==> config.mk <==
export PLATFORM = sky130hd
export DESIGN_NAME = logic_capture_rle
export DESIGN_NICKNAME = d
export VERILOG_FILES = /design/src/rtl/logic_capture_rle.sv
export SDC_FILE = /design/constraint.sdc
export NUM_CORES = 1
export LEC_CHECK = 0
export CAP_MARGIN = 20
export CORE_AREA = 2 2 130 132
export DETAILED_ROUTE_END_ITERATION = 10
export DIE_AREA = 0 0 132 134
export PLACE_DENSITY_LB_ADDON = 0.08
export SYNTH_ARGS = -nofsm -noshare
export SYNTH_HDL_FRONTEND = slang
export SYNTH_SLANG_ARGS = --single-unit
==> constraint.sdc <==
create_clock -name clk -period 4.81 [get_ports clk]
set_clock_uncertainty 0.05 [all_clocks]
set_input_delay 1.2025 -clock clk [delete_from_list [all_inputs] [get_ports clk]]
set_output_delay 1.2025 -clock clk [all_outputs]
set_load 0.05 [all_outputs]
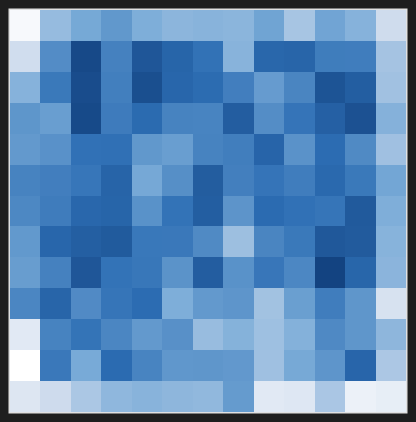
**Above:** run 1 (placement density heat map).
Drawn at 3 px/um. The die is cut into 13 by 13 equal tiles; white is low, dark blue is high, 0 to 100% covered.
fullest tile = 92%
nearly empty tiles = 0.60%
emptiest ninth of the die = bottom right
tiles over 75% full = 23%
mean over tiles = 60%
Core ar.: 16300 um2
post-layout util: 66.9%
Pre-Place Util: 54.7%

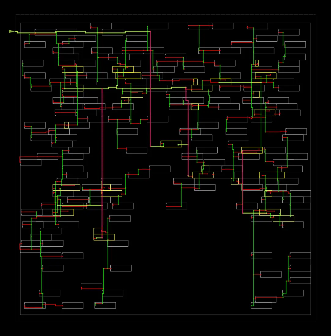
**Above:** run 1 (the clock network).
clk ins delay skew pair: 0.43 ns
flop count: 163
Sink Count: 163
Clock buffer cells: 19
CTS Buf Count: 17

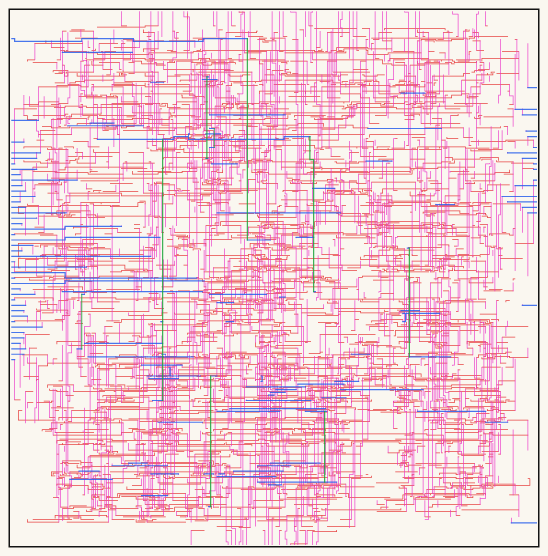
**Above:** run 1 (wiring by layer).
Drawn at 4 px/um.
magenta -> met2  # wire length 10100 um
red -> met1  # wire length 10500 um
green -> met4  # wire length 272 um
blue -> met3  # wire length 1160 um
final wirelength: 22.0 mm
Vias: 7495
gr usage total: 25.8%
Avg WL per Cell: 16.8 um

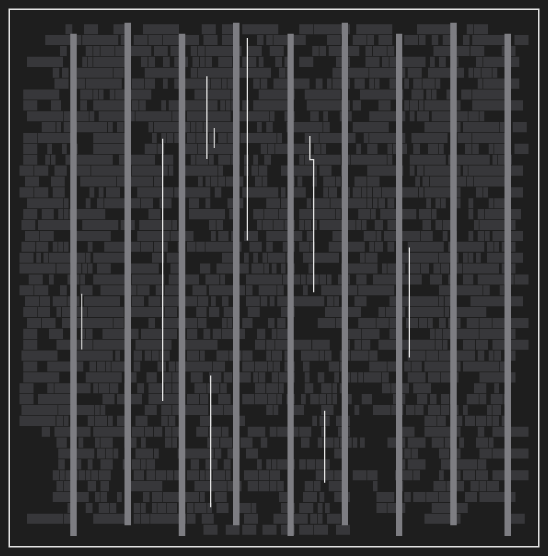
**Above:** run 1 (signal wires on met4).
Drawn at 4 px/um. Supply wires on this layer in grey.
share of all routed wire = 1.2%
wire length on this layer = 272 um
main direction = vertical
nets with wire on the layer = 7

==> run summary, run 1 <==
Min Hold Slack - 0.300 ns
RSZ-0062 raised after global routing - false
drt first pass iters - 5
initial antenna violation count - 0
status - complete, no violations
post-synthesis cell area - 8910 um2
setup_tns - 0 ns
grt ovf - 0
# DRC - 0
Cell Rows - 47
Pwr Density - 390 nW/um2
NumNets Final - 1161
post-layout period usage - 86.6%
Critical Path Sink Type - register
#FFs+latches synth - 163
top cell type's share of synthesized area - 45.8%
Placer Congestion - 0.884
layout cells sized above 1 - 5.76%
First DRT Iteration DRCs - 477
WS Path Type - register to register
num ports - 115
GRT met2 Usage - 40.5%
CTS tree - done
arrival time at the worst endpoint - 4.42 ns
PortBufs - 114
HP Class - register to register
GRT Max-Usage Layer - met2
Internal Power - 2690 uW
gate count of the mapped netlist - 970
met3 usage - 4.95%
# Cells Yosys - 970
Via density - 5.70
Final Hold Vio Count - 0
first-pass GRT wire length - 36.5 mm
Lkg Pwr - 0.00462 uW
post-synthesis cell type count - 63
hold depth - 0
reg2reg setup slack - 0.64 ns
max cap viols - 0
clock tree buffer depth - 2
DP Area - 10300 um2
area delta synth->final - 22.2%
Worst Path Max Fanout - 6
most frequent logic cell in the layout - dfrtp_1
==> run 1: critical path: stages (launching register included) <==
cell	delay, ns
dfrtp_1	0.45
and3_1	0.27
and3_1	0.30
nand3_1	0.16
nor2_1	0.27
nand3_1	0.16
xnor2_1	0.18
ha_1	0.29
nand3_1	0.09
or4_1	0.54
a31oi_1	0.15
nor3_1	0.11
a211oi_1	0.34
nand4bb_1	0.14
o211ai_1	0.18
mux2_2	0.37
==> run 1: kinds of logic after synthesis <==
logic type	Yosys count	synth area share (%)
AOI/OAI and AO/OA	203	14.4
xor gates and xnor gates	98	9.79
adders and majority gates	30	4.21
buffers and inverters	91	4.02
DFF	163	45.8
muxes	7	1.36
and+or+nand+nor	378	20.4
==> run 1: Yosys cell counts, types with 4 or more instances <==
library cell / count
ha_1: 30
mux4_2: 4
o211ai_1: 5
or3_1: 6
and4_1: 5
buf_1: 4
nand4_1: 30
clkbuf_1: 33
a22o_1: 12
nand2_1: 133
or4_1: 7
inv_1: 50
o31ai_1: 31
dfrtp_1: 163
xnor2_1: 66
nor4_1: 11
a31oi_1: 6
and2_1: 5
xor2_1: 31
a21o_1: 6
o21ai_0: 85
nand2b_1: 7
and3_1: 14
nor2_1: 65
nand3_1: 55
a21oi_1: 29
nor3_1: 26
==> run 1: cell type report <==
class                   count  area [um2]
clock buffers              19         433
clock inverters            13         149
fillers                  1369        5400
inverters                  51         191
multi-input cells         716        4490
flip-flops and latches    163        4080
well taps                 220         275
repair buffers            132        1280
==> run 1: power by group through the flow <==
stage | sequential, uW | combinational (uW) | clock, uW
after floorplan | 1830 | 628 | 0
after global placement | 1620 | 1280 | 0
after detailed placement | 1620 | 1300 | 0
after CTS | 1600 | 1300 | 1370
after global routing | 1610 | 1420 | 1420
final | 1600 | 1300 | 1340
==> run 1: metrics by stage <==
stage          setup WS [ns]  total power, uW  std cells
3_5_place_dp           0.328             2910       1281
6_report               0.644             4240       1314
3_3_place_gp           0.357             2900       1281
4_1_cts                0.679             4270       1313
2_1_floorplan          0.943             2460        970
5_1_grt                0.404             4460       1314
==> run 1: routing by layer <==
layer / routed length, um / part of all wire [%] / vias up
met3: 1160 / 5.3 / 21
met4: 271 / 1.2 / 0
li1: - / - / 3660
met1: 10500 / 48 / 3616
met2: 10100 / 46 / 198
met5: 0 / 0 / -
**Run 1: sequential cells coloured by netlist name**

Drawn at 4 px/um. Other sequential cells in the stronger grey, the rest of the logic in the fainter grey.
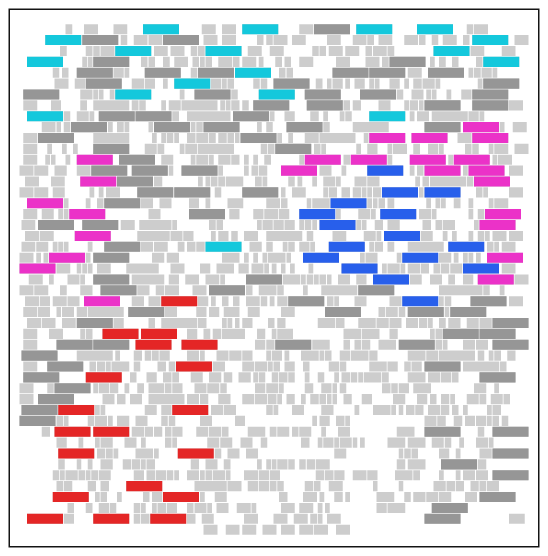

## Run 2: what changed since run 1
--- a/config.mk
+++ b/config.mk
@@ -9,7 +9,8 @@
 export CORE_AREA = 2 2 130 132
 export DETAILED_ROUTE_END_ITERATION = 10
 export DIE_AREA = 0 0 132 134
-export PLACE_DENSITY_LB_ADDON = 0.08
+export PLACE_DENSITY = 0.79
 export SYNTH_ARGS = -nofsm -noshare
 export SYNTH_HDL_FRONTEND = slang
 export SYNTH_SLANG_ARGS = --single-unit
+export TNS_END_PERCENT = 100
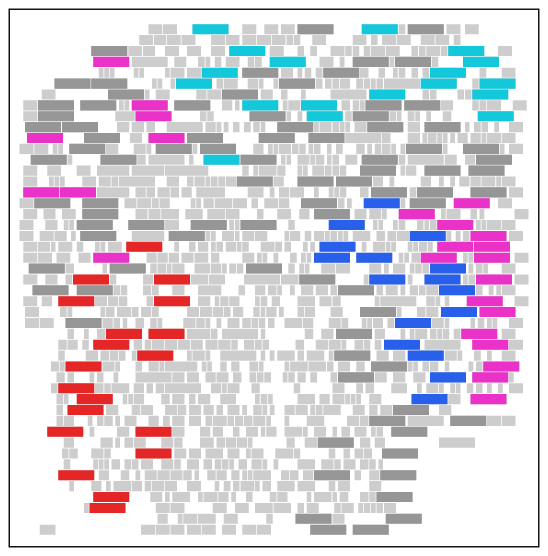
**Above:** run 2 (sequential cells coloured by netlist name).
Drawn at 4 px/um. Other sequential cells in the stronger grey, the rest of the logic in the fainter grey.
magenta -> `mem_wdata`  # flops 24
red -> `post_cnt`  # flops 19
cyan -> `trig_addr`  # flops 18
blue -> `ts`  # flops 16, where right middle
not coloured = 86
post-layout util: 66.9%
register area: 4080 um2
Seq. pwr: 1600 uW
Seq area share: 37.4%

==> run summary, run 2 <==
clock tree buffer depth - 2 (unchanged)
top cell type's share of synthesized area - 45.8% (unchanged)
# Cells Yosys - 970 (unchanged)
main area contributors - dfrtp_1, xnor2_1, nand2_1
CP cell instances - clkdlybuf4s50_1 > mux4_2 > or3b_1 > a31oi_1 > nand4_1 > a311o_1 > or2_1 > o41ai_1
RSZ-0062 raised after global routing - false
initial antenna violation count - 0 (unchanged)
Post-synth mux share - 1.36% (unchanged)
FFs w/ async S/R, synth - 100%
PortBufs - 114 (unchanged)
area delta synth->final - 22.3% (about the same)
most frequent logic cell in the layout - dfrtp_1
Final Hold Vio Count - 0 (unchanged)
grt ovf - 0 (unchanged)
Non-Filler Instances - 1313 (-0.076%)
register share after synthesis - 45.8%
CTS Buf Count - 17 (unchanged)
status - complete, no violations
First DRT Iteration DRCs - 588 (+23%)
drt first pass iters - 5 (unchanged)
Worst Path Max Fanout - 16 (+10)
Via density - 5.76 (+0.97%)
Lkg Pwr - 0.00462 uW (+0.12%)
fa+ha+maj area frac - 4.21% (unchanged)
CP max-delay cell - clkdlybuf4s50_1
Pre-Place Util - 54.7% (unchanged)
# DRC - 0 (unchanged)
Placer Congestion - 0.885 (+0.19%)
Critical Path Max Stage Delay - 0.62 ns (+0.08 ns)
Pwr Density - 389 nW/um2 (about the same)
Core ar. - 16300 um2 (unchanged)
Bufs and invs on worst path - 1 (+1)
post-synthesis cell area - 8910 um2 (unchanged)
crit-path leading delay family - simple AND/OR/NAND/NOR gates
Power, Total - 4240 uW (about the same)
Critical Path Sink Type - register
post-layout period usage - 86.6% (about the same)
top-count cell post-synth - dfrtp_1
first-pass GRT wire length - 36.6 mm (+0.25%)
NumNets Final - 1160 (-0.086%)
placed cells - 1281 (unchanged)
Sink Count - 163 (unchanged)
CTS tree - done
gr usage total - 25.7% (-0.11 points)
arrival time at the worst endpoint - 4.43 ns (about the same)
WS Path Type - input pin to register
setup_tns - 0 ns (unchanged)
Commonest cells post-synth - dfrtp_1, nand2_1, o21ai_0
reg2reg setup slack - 0.70 ns (+0.06 ns)
Compound-Gate Fraction of Synth Area - 14.4% (unchanged)
Floorplan Nets - 1050
fillcell total - 1317 (-3.8%)
and+or+nand+nor area frac - 20.4% (unchanged)
clk ins delay skew pair - 0.43 ns (about the same)
CTS Root Cell - clkbuf_16
hold depth - 0 (unchanged)
DP Area - 10300 um2 (+0.12%)
num ports - 115 (unchanged)
gate count of the mapped netlist - 970 (unchanged)
HP Class - register to register
layout cells sized above 1 - 5.86% (+0.097 points)
Avg WL per Cell - 16.6 um (-0.95%)
Cell Rows - 47 (unchanged)
XORs/XNORs by Area - 9.79% (unchanged)
max cap viols - 0 (unchanged)
post-synthesis cell type count - 63 (unchanged)
Dominant combinational family - simple AND/OR/NAND/NOR gates
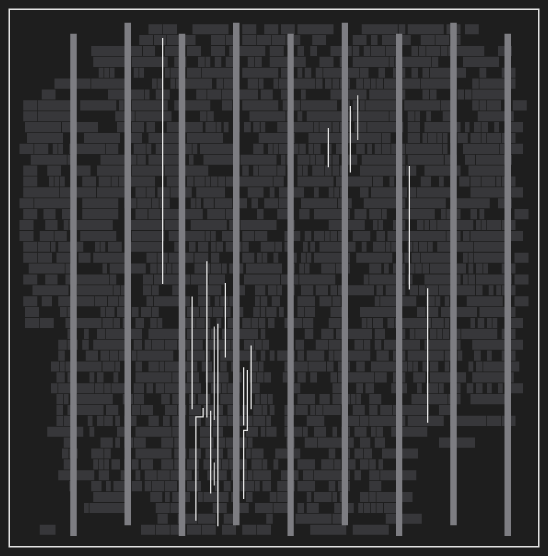
**Above:** run 2 (signal wires on met4).
Drawn at 4 px/um. Supply wires on this layer in grey.
main direction = vertical
longest straight run = 61.2 um
Vias: 7562
final wirelength: 21.8 mm

-- run 2: through the flow --
| stage | setup WS [ns] | hold slack, ns |
|---|---|---|
| 2_1_floorplan | 0.943 | 0.281 |
| 3_3_place_gp | 0.365 | 0.282 |
| 3_5_place_dp | 0.213 | 0.285 |
| 4_1_cts | 0.638 | 0.300 |
| 5_1_grt | 0.383 | 0.309 |
| 6_report | 0.646 | 0.300 |
-- run 2: kinds of logic (layout without fill, tap and decap cells) --
family          after synthesis  count (layout)
fa+ha+maj                    30              30
flops                       163             163
mux                           7               7
simple gates                378             378
compound gates              203             203
xor+xnor                     98              98
buf+inv                      91             214
-- run 2: area by class of cell --
class | instances | area (um2) | share of cell area (%)
clock buffers | 18 | 439 | 4.03
clock inverters | 14 | 144 | 1.32
inverters | 51 | 191 | 1.76
multi-input cells | 716 | 4490 | 41.2
flip-flops and latches | 163 | 4080 | 37.4
well taps | 220 | 275 | 2.53
repair buffers | 131 | 1280 | 11.8
-- run 2: layer usage --
metal	vias up	wire (um)	global-route usage [%]
met5	-	0	0
met4	0	438	8.88
met3	38	1150	4.84
met2	248	10500	41.6
met1	3617	9750	35.0
li1	3659	-	-
-- run 2: worst reg2reg max path: stages (launching register included) --
cell	delay [ns]
dfrtp_1	0.43
and3_1	0.24
and3_1	0.28
nand3_1	0.17
nor2_1	0.27
nand3_1	0.13
xnor2_1	0.16
ha_1	0.30
nand3_1	0.12
or4_1	0.55
a31oi_1	0.19
nor3_1	0.11
a211oi_1	0.33
nand4bb_1	0.14
o211ai_1	0.16
mux2_2	0.37
-- run 2: where the power goes --
part | switching [uW] | total (uW) | internal [uW] | leakage (uW)
sequential | 106 | 1600 | 1490 | 0.00219
clock | 605 | 1350 | 744 | 0.000288
combinational | 879 | 1300 | 417 | 0.00215
total | 1590 | 4240 | 2650 | 0.00462
Power is estimated from default activity; no workload was simulated.
